Run 1, metal 1:
Bar = 50 um. Supply wires on this layer in gray.
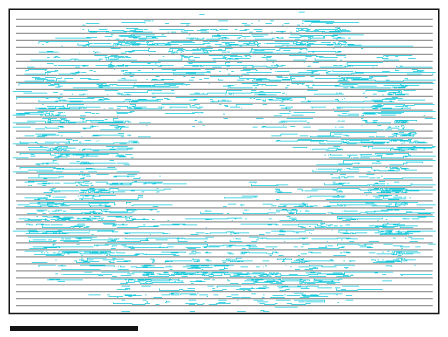
Run 1, met2 routing:
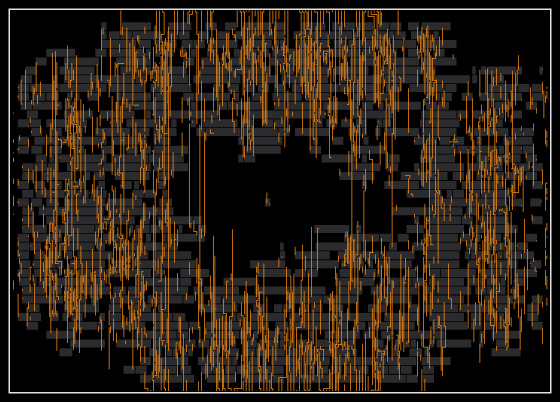
Run 1, M3 wires:
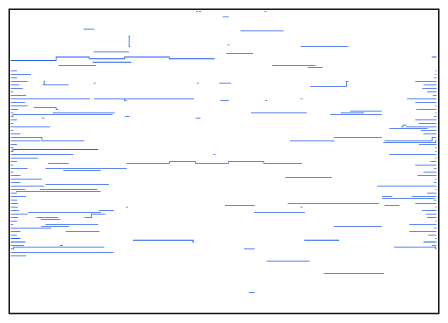
Run 1, signal wires on met4:
Supply wires on this layer in gray.
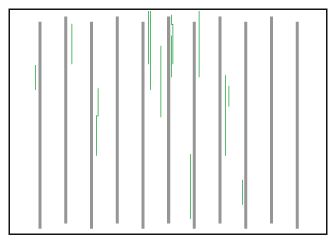
### config.mk
export PLATFORM = sky130hd
export DESIGN_NAME = wb_port_arbiter
export DESIGN_NICKNAME = d
export VERILOG_FILES = /design/src/rtl/wb_pkg.sv /design/src/rtl/wb_result_fifo.sv /design/src/rtl/wb_port_arbiter.sv
export SDC_FILE = /design/constraint.sdc
export NUM_CORES = 1
export LEC_CHECK = 0
export ABC_CLOCK_PERIOD_IN_PS = 4200
export CAP_MARGIN = 15
export CORE_ASPECT_RATIO = 0.7
export CORE_MARGIN = 2
export CORE_UTILIZATION = 46
export CTS_BUF_LIST = sky130_fd_sc_hd__clkbuf_2
export DETAILED_ROUTE_END_ITERATION = 8
export PLACE_DENSITY = 0.82
export SETUP_SLACK_MARGIN = 0.2
export SYNTH_ARGS = -nofsm -noshare
export SYNTH_HDL_FRONTEND = slang
export SYNTH_SLANG_ARGS = --single-unit
export TNS_END_PERCENT = 30
### constraint.sdc
create_clock -name i_clk -period 4.2 [get_ports i_clk]
set_input_delay 0.84 -clock i_clk [delete_from_list [all_inputs] [get_ports i_clk]]
set_output_delay 0.84 -clock i_clk [all_outputs]
set_load 0.005 [all_outputs]
### src/rtl/wb_pkg.sv
`default_nettype none
// ============================================================================
// Module      : wb_pkg
// Description : Shared widths and the write-back request type for the
//               register-file write-port arbiter.
// Revision    : 1.0 - initial release
// ============================================================================
package wb_pkg;

    localparam int XLEN      = 64;
    localparam int REG_IDX_W = 5;

    typedef struct packed {
        logic [REG_IDX_W-1:0] rd;
        logic [XLEN-1:0]      data;
    } wb_req_t;

    localparam int WB_REQ_W = $bits(wb_req_t);

endpackage
`default_nettype wire

### src/rtl/wb_result_fifo.sv
`default_nettype none
// ============================================================================
// Module      : wb_result_fifo
// Description : Synchronous power-of-two FIFO of write-back requests with
//               asynchronous reset; push when full and pop when empty are ignored.
// Revision    : 1.0 - initial release
// ============================================================================
module wb_result_fifo
    import wb_pkg::*;
#(
    parameter int DEPTH = 2
) (
    input  logic                             i_clk,
    input  logic                             i_rst,
    input  logic                             i_push,
    input  logic [WB_REQ_W-1:0]              i_push_data,
    input  logic                             i_pop,
    output logic [WB_REQ_W-1:0]              o_head,
    output logic [$clog2(DEPTH+1)-1:0]       o_count,
    output logic                             o_full,
    output logic                             o_empty
);

    localparam int PTR_W = $clog2(DEPTH);
    localparam int CNT_W = $clog2(DEPTH + 1);

    localparam logic [PTR_W-1:0] c_ptr_one = PTR_W'(1);
    localparam logic [CNT_W-1:0] c_cnt_one = CNT_W'(1);
    localparam logic [CNT_W-1:0] c_depth   = CNT_W'(DEPTH);

    wb_req_t            r_mem [DEPTH];
    logic [PTR_W-1:0]   r_wr_ptr;
    logic [PTR_W-1:0]   r_rd_ptr;
    logic [CNT_W-1:0]   r_count;

    logic               w_do_push;
    logic               w_do_pop;

    assign o_full    = (r_count == c_depth);
    assign o_empty   = (r_count == '0);
    assign o_count   = r_count;
    assign o_head    = r_mem[r_rd_ptr];

    assign w_do_push = i_push && !o_full;
    assign w_do_pop  = i_pop && !o_empty;

    always_ff @(posedge i_clk or posedge i_rst) begin
        if (i_rst) begin
            r_wr_ptr <= '0;
            r_rd_ptr <= '0;
            r_count  <= '0;
        end else begin
            if (w_do_push) begin
                r_wr_ptr <= r_wr_ptr + c_ptr_one;
            end
            if (w_do_pop) begin
                r_rd_ptr <= r_rd_ptr + c_ptr_one;
            end
            case ({w_do_push, w_do_pop})
                2'b10:   r_count <= r_count + c_cnt_one;
                2'b01:   r_count <= r_count - c_cnt_one;
                default: r_count <= r_count;
            endcase
        end
    end

    // Storage needs no reset: entries are only observed while counted valid.
    always_ff @(posedge i_clk) begin
        if (w_do_push) begin
            r_mem[r_wr_ptr] <= i_push_data;
        end
    end

endmodule
`default_nettype wire

### src/rtl/wb_port_arbiter.sv
`default_nettype none
// ============================================================================
// Module      : wb_port_arbiter
// Description : Shares the register-file write port between the pipeline
//               write-back path and buffered MDU results. Define
//               WB_ARB_FAIRNESS_EN to build the starvation-driven forced grant.
// Revision    : 1.0 - initial release
// ============================================================================
module wb_port_arbiter
    import wb_pkg::*;
#(
    parameter int MDU_FIFO_DEPTH = 2,
    parameter int STARVE_LIMIT   = 4
) (
    input  logic                 i_clk,
    input  logic                 i_rst,
    input  logic                 i_pipe_valid,
    input  logic [4:0]           i_pipe_rd,
    input  logic [63:0]          i_pipe_data,
    output logic                 o_pipe_stall,
    input  logic                 i_mdu_valid,
    input  logic [4:0]           i_mdu_rd,
    input  logic [63:0]          i_mdu_data,
    output logic                 o_mdu_ready,
    output logic [4:0]           o_rd_index,
    output logic [63:0]          o_rd_data,
    output logic                 o_rd_we
);

    localparam int CNT_W = $clog2(MDU_FIFO_DEPTH + 1);
    localparam logic [CNT_W-1:0] c_fifo_depth = CNT_W'(MDU_FIFO_DEPTH);

    logic                   w_pipe_req;
    logic                   w_fifo_req;
    logic                   w_force;
    logic                   w_grant_f;
    logic                   w_grant_p;
    logic                   w_push;

    logic [WB_REQ_W-1:0]    w_push_bits;
    logic [WB_REQ_W-1:0]    w_head_bits;
    wb_req_t                w_head;
    logic [CNT_W-1:0]       w_fifo_count;
    logic                   w_fifo_full;
    logic                   w_fifo_empty;
    logic                   w_unused_full;

    logic                   r_rd_we;
    logic [4:0]             r_rd_index;
    logic [63:0]            r_rd_data;

    assign w_pipe_req  = i_pipe_valid && (i_pipe_rd != 5'd0);
    assign w_fifo_req  = !w_fifo_empty;
    assign o_mdu_ready = (w_fifo_count < c_fifo_depth);

    // Results targeting x0 complete the handshake but are never stored.
    assign w_push      = i_mdu_valid && o_mdu_ready && (i_mdu_rd != 5'd0);
    assign w_push_bits = {i_mdu_rd, i_mdu_data};
    assign w_head      = w_head_bits;
    assign w_unused_full = w_fifo_full;

    wb_result_fifo #(
        .DEPTH       (MDU_FIFO_DEPTH)
    ) u_fifo (
        .i_clk       (i_clk),
        .i_rst       (i_rst),
        .i_push      (w_push),
        .i_push_data (w_push_bits),
        .i_pop       (w_grant_f),
        .o_head      (w_head_bits),
        .o_count     (w_fifo_count),
        .o_full      (w_fifo_full),
        .o_empty     (w_fifo_empty)
    );

`ifdef WB_ARB_FAIRNESS_EN
    localparam int SC_W = $clog2(STARVE_LIMIT + 1);
    localparam logic [SC_W-1:0] c_starve_max = SC_W'(STARVE_LIMIT);
    localparam logic [SC_W-1:0] c_starve_one = SC_W'(1);

    logic [SC_W-1:0] r_starve_cnt;

    assign w_force      = w_fifo_req && (r_starve_cnt == c_starve_max);
    assign o_pipe_stall = w_force && w_pipe_req;

    always_ff @(posedge i_clk or posedge i_rst) begin
        if (i_rst) begin
            r_starve_cnt <= '0;
        end else if (!w_fifo_req || w_grant_f) begin
            r_starve_cnt <= '0;
        end else if (r_starve_cnt != c_starve_max) begin
            r_starve_cnt <= r_starve_cnt + c_starve_one;
        end
    end
`else
    assign w_force      = 1'b0;
    assign o_pipe_stall = 1'b0;
`endif

    assign w_grant_f = w_fifo_req && (!w_pipe_req || w_force);
    assign w_grant_p = w_pipe_req && !w_grant_f;

    // Index and data hold across idle cycles; only the enable drops.
    always_ff @(posedge i_clk or posedge i_rst) begin
        if (i_rst) begin
            r_rd_we    <= 1'b0;
            r_rd_index <= '0;
            r_rd_data  <= '0;
        end else begin
            r_rd_we <= w_grant_f || w_grant_p;
            if (w_grant_f) begin
                r_rd_index <= w_head.rd;
                r_rd_data  <= w_head.data;
            end else if (w_grant_p) begin
                r_rd_index <= i_pipe_rd;
                r_rd_data  <= i_pipe_data;
            end
        end
    end

    assign o_rd_we    = r_rd_we;
    assign o_rd_index = r_rd_index;
    assign o_rd_data  = r_rd_data;

endmodule
`default_nettype wire

==> results.toml, run 1 <==
# generated from flow reports
[pwr]
power_clock_w = 0.00123
power_combinational_w = 0.00238
finalPower_w = 0.00677

[synth]
async_flop_share_pct = 34.9
ys_types = 31
synthXorXnorAreaFrac_pct = 0.411
synth-area-yosys_mm2 = 0.00853
top_area_cell = "edfxtp_1"

[grt]
grt_max_degree = 69
grt_pass1_wl_um = 31300
grt_usage_pct = 20.2

[floorplan]
die_height_um = 118
core-area_mm2 = 0.0181

[drt]
post_drt_wl_per_cell_um = 18.6

[cts]
path_clk_slew_ns = 0.11
cts_buffers = 49
clk_latency_ns = 0.75

[final_timing]
fin_ws_ns = 1.46
slew_violations = 0
rsz0062_at_grt = "no"
setup_tns_ns = 0

[worst_setup_path]
arrival_ns = 3.11
cp-start-kind = "input pin"

[placement]
place_area_mm2 = 0.0109
portBuffers = 212

[hold_path]
holdCritPathClass = "input pin to asynchronous set/reset pin"

[outcome]
status = "finished clean"

[finish]
instances_no_fill = 1065
## Picture notes: 'metal 1'
longest straight run: 50.6 um
wire length on this layer: 8370 um
nets with wire on the layer: 826
main direction: horizontal
M1 GR Usage: 26.6%
total number of vias: 5633
Routed WL: 19800 um

## Picture notes: 'met2 routing'
share of all routed wire: 47%
main direction: vertical
nets with wire on the layer: 835
wire length on this layer: 9400 um
longest straight run: 85.7 um

## Picture notes: 'M3 wires'
share of all routed wire: 8.5%
wire length on this layer: 1690 um
longest straight run: 39.8 um
met3 Use GR: 5.65%

## Picture notes: 'signal wires on met4'
longest straight run: 42.2 um
wire length on this layer: 360 um

==> run 1: metal layers <==
metal  wire length (um)  global-route usage [%]
met1               8370                    26.6
met2               9400                    32.6
met3               1690                    5.65
met4                360                    6.84
met5                  0                       0
==> run 1: registers in the layout (all words and copies together), names as in the netlist <==
signal           flops
o_rd_we              1
o_rd_data           64
u_fifo.r_mem       138
u_fifo.r_wr_ptr      1
u_fifo.o_count       2
u_fifo.r_rd_ptr      1
o_rd_index           5
==> run 1: area by class of cell <==
class                           instances  area [um2]
Tap cell                              236         295
Inverter                                3        12.5
Sequential cell                       212        6000
Clock inverter                         16        61.3
Multi-Input combinational cell        303        2320
Fill cell                            1378        6830
Clock buffer                           73         365
Timing Repair Buffer                  222        2220
==> run 1: layout by cell type, fill, tap and decap left out <==
cell / Yosys / layout
a21oi_1: 65 / 65
o211ai_2: 1 / 1
nor2b_1: 4 / 4
buf_4: 5 / 8
nor3_1: 66 / 66
inv_1: 3 / 2
clkinv_1: 0 / 14
dfrtp_4: 0 / 1
o21ai_0: 1 / 1
nor2_4: 0 / 2
a211oi_1: 4 / 4
o2bb2ai_1: 1 / 1
or4_1: 1 / 1
ha_1: 1 / 1
or3_4: 1 / 1
inv_2: 0 / 1
clkinv_2: 0 / 2
or2_2: 1 / 2
buf_12: 0 / 2
mux2_2: 37 / 37
conb_1: 1 / 1
dfrtp_1: 74 / 71
o21ai_4: 1 / 1
o21a_1: 1 / 1
clkdlybuf4s50_1: 0 / 212
mux2i_1: 65 / 65
nand2_1: 5 / 5
o31ai_1: 4 / 4
edfxtp_1: 138 / 138
nor2_1: 10 / 8
mux2_1: 27 / 27
a22o_1: 1 / 1
clkbuf_2: 0 / 73
dfrtp_2: 0 / 2
xnor2_1: 4 / 4
Run 1, routing congestion map:
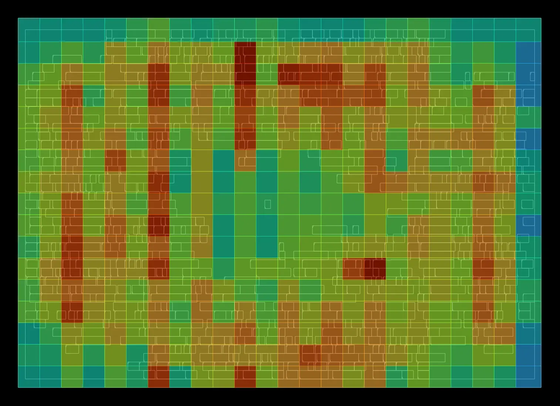

==> run 2, diff against run 1 <==
- ABC_CLOCK_PERIOD_IN_PS: 4200 -> 2800
- CORE_UTILIZATION: 46 -> 50
- PLACE_DENSITY: 0.82 -> 0.84
- clock period: 4.2 -> 2.8 ns (I/O delays scaled with it)
Run 2, routing congestion map:
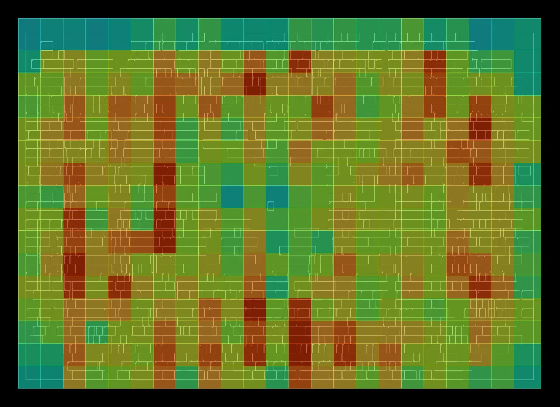
M1 GR Usage: 30.3%
GRT Max-Usage Layer: met2
post-layout util: 69.3%
Total GRT Usage: 22.2%

Run 2, signal wires on met4:
Supply wires on this layer in gray.
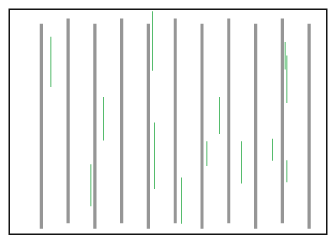
wire length on this layer: 265 um
share of all routed wire: 1.3%
longest straight run: 33.3 um
nets with wire on the layer: 9
Routed WL: 19900 um
total number of vias: 5667

==> run 2 against run 1 <==
  * Die area shrank 7.8%
  * Utilization increased by 7.0 points
  * Register-to-register slack lost 0.84 ns
  * First-iteration DRC count is 24% higher
  * Critical endpoint is now o_mdu_ready
  * Largest power group unchanged
  * Highest routed layer unchanged
==> results.toml, run 2 <==
# generated from flow reports
[pwr]
power_frac_clock_pct = 18.4
p_sw_w = 0.00343
finalPower_w = 0.0103

[placement]
place_area_mm2 = 0.0110
place.gp.congestion = 0.857
portBuffers = 212

[synth]
synth.area.top_cells = "edfxtp_1, dfrtp_1, mux2i_1"
syn_area_mm2 = 0.00853
netlist.area_leader.share_pct = 48.6
ys_types = 31
async_flop_share_pct = 34.9
synth-area-yosys_mm2 = 0.00853
top_area_cell = "edfxtp_1"

[final_timing]
finalHoldViolCount = 0
min_period_ns = 2.36
finClkSkew_ns = 0.0363
slew_violations = 0
rsz0062_at_grt = "no"
fin_ws_ns = 0.436
setup_tns_ns = 0

[worst_setup_path]
cp-start-kind = "flip-flop"
crit_end = "o_mdu_ready"
arrival_ns = 1.80
critical_path_class = "flip-flop to output port"
critPathSlowestCell = "clkdlybuf4s50_1"
worstRegToRegCells = 6

[grt]
grt_max_degree = 55
grt_pass1_wl_um = 31600
grt.overflow.total = 0

[finish]
area_growth_pct = 34.0
mostFrequentLayoutCells = "clkdlybuf4s50_1, edfxtp_1, clkbuf_2, dfrtp_1, nor3_1"
logic_area_mm2 = 0.00232
instances_no_fill = 1064
regMostFlops = "u_fifo.r_mem"
largest_register_ffs = 138
flop_area_mm2 = 0.00600
mostFrequentLayoutCell = "clkdlybuf4s50_1"
fillers = 1161

[hold_path]
holdCritPathClass = "input pin to asynchronous set/reset pin"

[drt]
firstDrtPassIters = 5
post_drt_wl_per_cell_um = 18.7
drtAntennaViolNets = 0

[floorplan]
core-area_mm2 = 0.0165
die_height_um = 113

[cts]
clk_latency_ns = 0.73
h-tree-depth = 2
cts_buffers = 49
postCtsHoldBufs = 0
path_clk_slew_ns = 0.13

[outcome]
status = "finished clean"
Run 2, metal 1:
Bar = 50 um. Supply wires on this layer in gray.
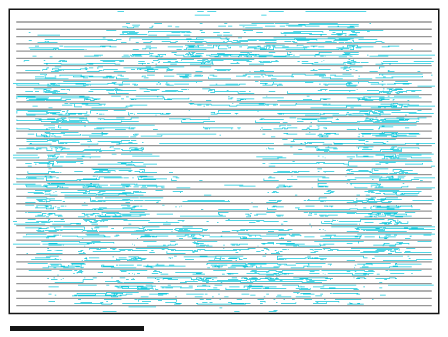
longest straight run: 57.5 um
share of all routed wire: 43%
main direction: horizontal

==> run 2: cell counts after synthesis <==
No cell type changed its count.
==> run 2: critical path: cells and delay by family, from the launching register on <==
family | cells | cell delay (ns)
DFF | 1 | 0.49
buffers and inverters | 2 | 0.61
==> run 2: layout make-up <==
type	count	share of cell area, %
inverters	3	0.109
multi-input cells	303	20.3
flip-flops and latches	212	52.5
clock buffers	76	3.33
well taps	225	2.46
clock inverters	16	0.547
repair buffers	229	20.7
==> run 2: power by group through the flow <==
stage / Sequential, W / Clock [W] / Combinational [W]
after floorplan: 0.00458 / 0 / 0.00212
after global placement: 0.00471 / 0 / 0.00361
after detailed placement: 0.00475 / 0 / 0.00374
after CTS: 0.00469 / 0.00195 / 0.00375
after global routing: 0.00474 / 0.00212 / 0.00409
final: 0.00465 / 0.00189 / 0.00378
==> run 2: metal layers <==
layer / global-route usage [%] / vias up / share of wire [%]
met5: 0 / - / 0
met2: 35.8 / 272 / 48
li1: - / 2609 / -
met4: 6.01 / 0 / 1.3
met3: 5.98 / 29 / 7.9
met1: 30.3 / 2757 / 43
==> run 2: kinds of logic after synthesis <==
family | after synthesis | share of synthesized area [%]
AND-OR/OR-AND | 79 | 5.21
XOR/XNOR | 4 | 0.411
adder cells (fa/ha/maj) | 1 | 0.147
buffers and inverters | 43 | 2.64
flip-flops | 212 | 70.3
multiplexers | 129 | 16.1
other | 1 | 0.0440
AND/OR/NAND/NOR | 89 | 5.19
==> run 2: what timing repair did <==
item,in CTS,in global routing
endpoints found under the setup margin,1,1
buffers inserted,0,1
resized,2,0
Power and IR drop assume default switching activity.
